===== config.mk =====
export PLATFORM = sky130hd
export DESIGN_NAME = mem_stage
export DESIGN_NICKNAME = d
export VERILOG_FILES = /design/src/rtl/mem_stage.sv
export SDC_FILE = /design/constraint.sdc
export NUM_CORES = 1
export LEC_CHECK = 0
export CAP_MARGIN = 20
export CORE_ASPECT_RATIO = 0.75
export CORE_UTILIZATION = 39
export CTS_CLUSTER_DIAMETER = 60
export DETAILED_ROUTE_END_ITERATION = 10
export PLACE_DENSITY = 0.78
export SETUP_SLACK_MARGIN = 0.05
export SLEW_MARGIN = 0
export SYNTH_ARGS = -nofsm -noshare
export SYNTH_HDL_FRONTEND = slang
export SYNTH_SLANG_ARGS = --single-unit

===== constraint.sdc =====
create_clock -name clk -period 1.82 [get_ports clk]
set_input_delay 0.182 -clock clk [delete_from_list [all_inputs] [get_ports clk]]
set_output_delay 0.182 -clock clk [all_outputs]
set_load 0.01 [all_outputs]

===== src/rtl/mem_stage.sv =====
// rtl/mem_stage.sv - memory pipeline stage: E->C registers, data memory request FSM, load alignment.
package mem_stage_pkg;
  typedef enum logic [1:0] {FROM_ALU = 2'd0, FROM_CACHE = 2'd1, FROM_PC4 = 2'd2} result_src_e;
  typedef enum logic {SIZE_B = 1'b0, SIZE_W = 1'b1} data_size_e;
  typedef enum logic [1:0] {NO_XCPT = 2'd0, INSTR_UNALIGNED = 2'd1, ILLEGAL_INSTR = 2'd2,
                            MEM_UNALIGNED = 2'd3} xcpt_e;
endpackage

module mem_stage
  import mem_stage_pkg::*;
#(
  parameter int XLEN     = 32,
  parameter int REG_BITS = 5
) (
  input  logic                clk,
  input  logic                reset_n,
  input  logic                stall_in,
  input  logic                flush_in,
  input  logic [XLEN-1:0]     alu_res_in,
  input  logic [XLEN-1:0]     write_data_in,
  input  logic [XLEN-1:0]     pc_plus4_in,
  input  logic [REG_BITS-1:0] rd_in,
  input  logic                reg_write_in,
  input  result_src_e         result_src_in,
  input  logic                mem_write_in,
  input  data_size_e          data_size_in,
  input  xcpt_e               xcpt_in,
  input  logic                valid_in,
  output logic                mem_req_valid,
  output logic [XLEN-1:0]     mem_req_addr,
  output logic                mem_req_we,
  output logic [XLEN-1:0]     mem_req_wdata,
  output logic [3:0]          mem_req_be,
  input  logic                mem_resp_valid,
  input  logic [XLEN-1:0]     mem_resp_rdata,
  output logic [XLEN-1:0]     alu_res_C_out,
  output logic [XLEN-1:0]     read_data_out,
  output logic [XLEN-1:0]     pc_plus4_out,
  output logic [REG_BITS-1:0] rd_out,
  output logic                reg_write_out,
  output result_src_e         result_src_out,
  output xcpt_e               xcpt_out,
  output logic                valid_out,
  output logic                stall_out
);

  typedef enum logic [1:0] {IDLE = 2'd0, BUSY = 2'd1, DRAIN = 2'd2} state_e;

  state_e                r_state;
  state_e                w_state_nxt;
  logic [XLEN-1:0]       r_alu_res;
  logic [XLEN-1:0]       r_write_data;
  logic [XLEN-1:0]       r_pc_plus4;
  logic [REG_BITS-1:0]   r_rd;
  logic                  r_reg_write;
  result_src_e           r_result_src;
  logic                  r_mem_write;
  data_size_e            r_data_size;
  xcpt_e                 r_xcpt;
  logic                  r_valid;
  logic                  r_done;
  logic [XLEN-1:0]       r_read_data;

  logic                  w_load;
  logic                  w_mem_op;
  logic                  w_req_valid;
  logic                  w_complete;
  logic [7:0]            w_byte;
  logic [XLEN-1:0]       w_load_val;

  assign w_load   = ~stall_in & ~stall_out;
  assign w_mem_op = r_valid & (r_xcpt == NO_XCPT) & (r_mem_write | (r_result_src == FROM_CACHE));
  assign w_complete = w_req_valid & mem_resp_valid;

  always_ff @(posedge clk or negedge reset_n) begin
    if (!reset_n) begin
      r_alu_res    <= '0;
      r_write_data <= '0;
      r_pc_plus4   <= '0;
      r_rd         <= '0;
      r_reg_write  <= 1'b0;
      r_result_src <= FROM_ALU;
      r_mem_write  <= 1'b0;
      r_data_size  <= SIZE_B;
      r_xcpt       <= NO_XCPT;
      r_valid      <= 1'b0;
    end else if (flush_in) begin
      r_alu_res    <= '0;
      r_write_data <= '0;
      r_pc_plus4   <= '0;
      r_rd         <= '0;
      r_reg_write  <= 1'b0;
      r_result_src <= FROM_ALU;
      r_mem_write  <= 1'b0;
      r_data_size  <= SIZE_B;
      r_xcpt       <= NO_XCPT;
      r_valid      <= 1'b0;
    end else if (w_load) begin
      r_alu_res    <= alu_res_in;
      r_write_data <= write_data_in;
      r_pc_plus4   <= pc_plus4_in;
      r_rd         <= rd_in;
      r_reg_write  <= reg_write_in;
      r_result_src <= result_src_in;
      r_mem_write  <= mem_write_in;
      r_data_size  <= data_size_in;
      r_xcpt       <= xcpt_in;
      r_valid      <= valid_in;
    end
  end

  // A fresh instruction (load or clear) must always issue, so clearing beats setting.
  always_ff @(posedge clk or negedge reset_n) begin
    if (!reset_n) begin
      r_done <= 1'b0;
    end else if (flush_in | w_load) begin
      r_done <= 1'b0;
    end else if (w_complete) begin
      r_done <= 1'b1;
    end
  end

  always_ff @(posedge clk or negedge reset_n) begin
    if (!reset_n) begin
      r_state <= IDLE;
    end else begin
      r_state <= w_state_nxt;
    end
  end

  always_comb begin
    w_state_nxt = r_state;
    w_req_valid = 1'b0;
    case (r_state)
      IDLE: begin
        w_req_valid = w_mem_op & ~r_done;
        if (w_req_valid & ~mem_resp_valid & ~flush_in) w_state_nxt = BUSY;
      end
      BUSY: begin
        w_req_valid = 1'b1;
        if (mem_resp_valid)  w_state_nxt = IDLE;
        else if (flush_in)   w_state_nxt = DRAIN;
      end
      DRAIN: begin
        if (mem_resp_valid) w_state_nxt = IDLE;
      end
      default: w_state_nxt = IDLE;
    endcase
  end

  always_comb begin
    w_byte = mem_resp_rdata[7:0];
    case (r_alu_res[1:0])
      2'd0: w_byte = mem_resp_rdata[7:0];
      2'd1: w_byte = mem_resp_rdata[15:8];
      2'd2: w_byte = mem_resp_rdata[23:16];
      2'd3: w_byte = mem_resp_rdata[31:24];
      default: w_byte = mem_resp_rdata[7:0];
    endcase
  end

  assign w_load_val = (r_data_size == SIZE_W) ? mem_resp_rdata : {{(XLEN-8){w_byte[7]}}, w_byte};

  always_ff @(posedge clk or negedge reset_n) begin
    if (!reset_n) begin
      r_read_data <= '0;
    end else if (w_complete & ~r_mem_write & (r_result_src == FROM_CACHE)) begin
      r_read_data <= w_load_val;
    end
  end

  assign mem_req_valid  = w_req_valid;
  assign mem_req_addr   = r_alu_res;
  assign mem_req_we     = r_mem_write;
  assign mem_req_be     = (r_data_size == SIZE_W) ? 4'b1111 : (4'b0001 << r_alu_res[1:0]);
  assign mem_req_wdata  = (r_data_size == SIZE_W) ? r_write_data : {(XLEN/8){r_write_data[7:0]}};
  assign stall_out      = (w_req_valid & ~mem_resp_valid) | (r_state == DRAIN);

  assign alu_res_C_out  = r_alu_res;
  assign read_data_out  = r_read_data;
  assign pc_plus4_out   = r_pc_plus4;
  assign rd_out         = r_rd;
  assign reg_write_out  = r_reg_write & (r_xcpt == NO_XCPT);
  assign result_src_out = r_result_src;
  assign xcpt_out       = r_xcpt;
  assign valid_out      = r_valid;

endmodule


==> images/final_clocks.png <==
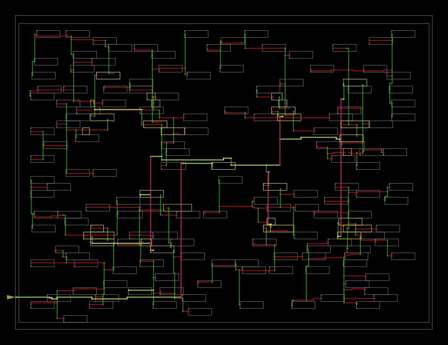
Latency at later pin: 0.42 ns
number of buffers created by CTS: 17
setup skew after layout: 0.01115 ns
layout sequential cell count: 144

==> images/density.png <==
Drawn at 2 px/µm. The die is cut into 16 by 12 equal tiles; black is low, pale yellow is high, 0 to 100% covered.
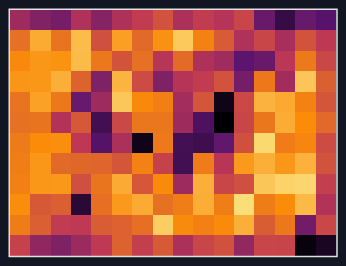
tiles over 75% full	21%
nearly empty tiles	1.0%
mean over tiles	59%
Core Density at Floorplan: 40.46%
Core Footprint: 18,780 µm²
post-layout utilization of the core: 64.22%

==> images/pdn.png <==
Drawn at 2 px/µm. Pins as bars on the die edge.
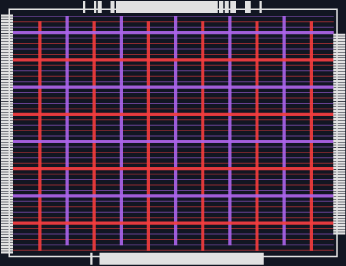
color	net
red	VSS
purple	VDD
met5 straps	8
met1 rails	44
signal pins	324

==> results.rst <==
Flow metrics
------------

.. list-table::
   :header-rows: 1

   * - Metric
     - Value
   * - Met3 routed WL
     - between 1500 and 2000 µm
   * - Post-cts repair resize count
     - approximately 67
   * - Top fanout value on the critical path
     - 26
   * - Post-Layout Inst Area
     - 12,060 µm²
   * - Multi-input gate area in the final layout
     - 3455 µm²
   * - Violated checks
     - setup timing
   * - Type of the tightest min-delay check
     - in -> async
   * - Number of flip-flops and latches in the synthesized netlist
     - 144
   * - Cells after Synth
     - 766
   * - Sinks on the clock net
     - between 100 and 150
   * - Highest routed layer
     - met4
   * - Total cells reported by yosys after synthesis
     - 766
   * - Number of clock-tree buffers in the layout
     - 19
   * - Fill count
     - 1,532
   * - Sum of overflow across all layers after global routing
     - 0
   * - Minimum setup slack in the final design
     - -0.1522 ns
   * - Wire length the detailed router placed on met1
     - about 10,000 µm
   * - Outcome
     - finished, violations left
   * - Total I/O pin count
     - 324
   * - Share of post-route cells with drive strength above 1
     - 10.67%
   * - Largest cell class by area
     - non-clock buffers
   * - Layer with the highest usage
     - met2
   * - Final tally of setup violations
     - 102
[report_power, final]
group	switching, mW	leakage [nW]	total [mW]	internal [mW]
clock network	1.49	0.294	3.72	2.23
registers	0.229	1.90	3.79	3.57
logic	1.07	3.25	2.60	1.52
[how the worst max path moves through the flow]
stage	from	end	slack, ns	cells past startpoint
6_report	r_data_size	mem_req_wdata[12]	-0.15	4
5_1_grt	r_data_size	mem_req_wdata[12]	-0.23	4
4_1_cts	r_data_size	mem_req_wdata[21]	-0.20	5
3_5_place_dp	xcpt_out[1]	stall_out	-0.14	5
3_3_place_gp	xcpt_out[1]	stall_out	-0.11	5
2_1_floorplan	xcpt_out[1]	xcpt_out[1]	-0.09	8
Power figures rest on the tool's default switching activity, not on a simulated workload.
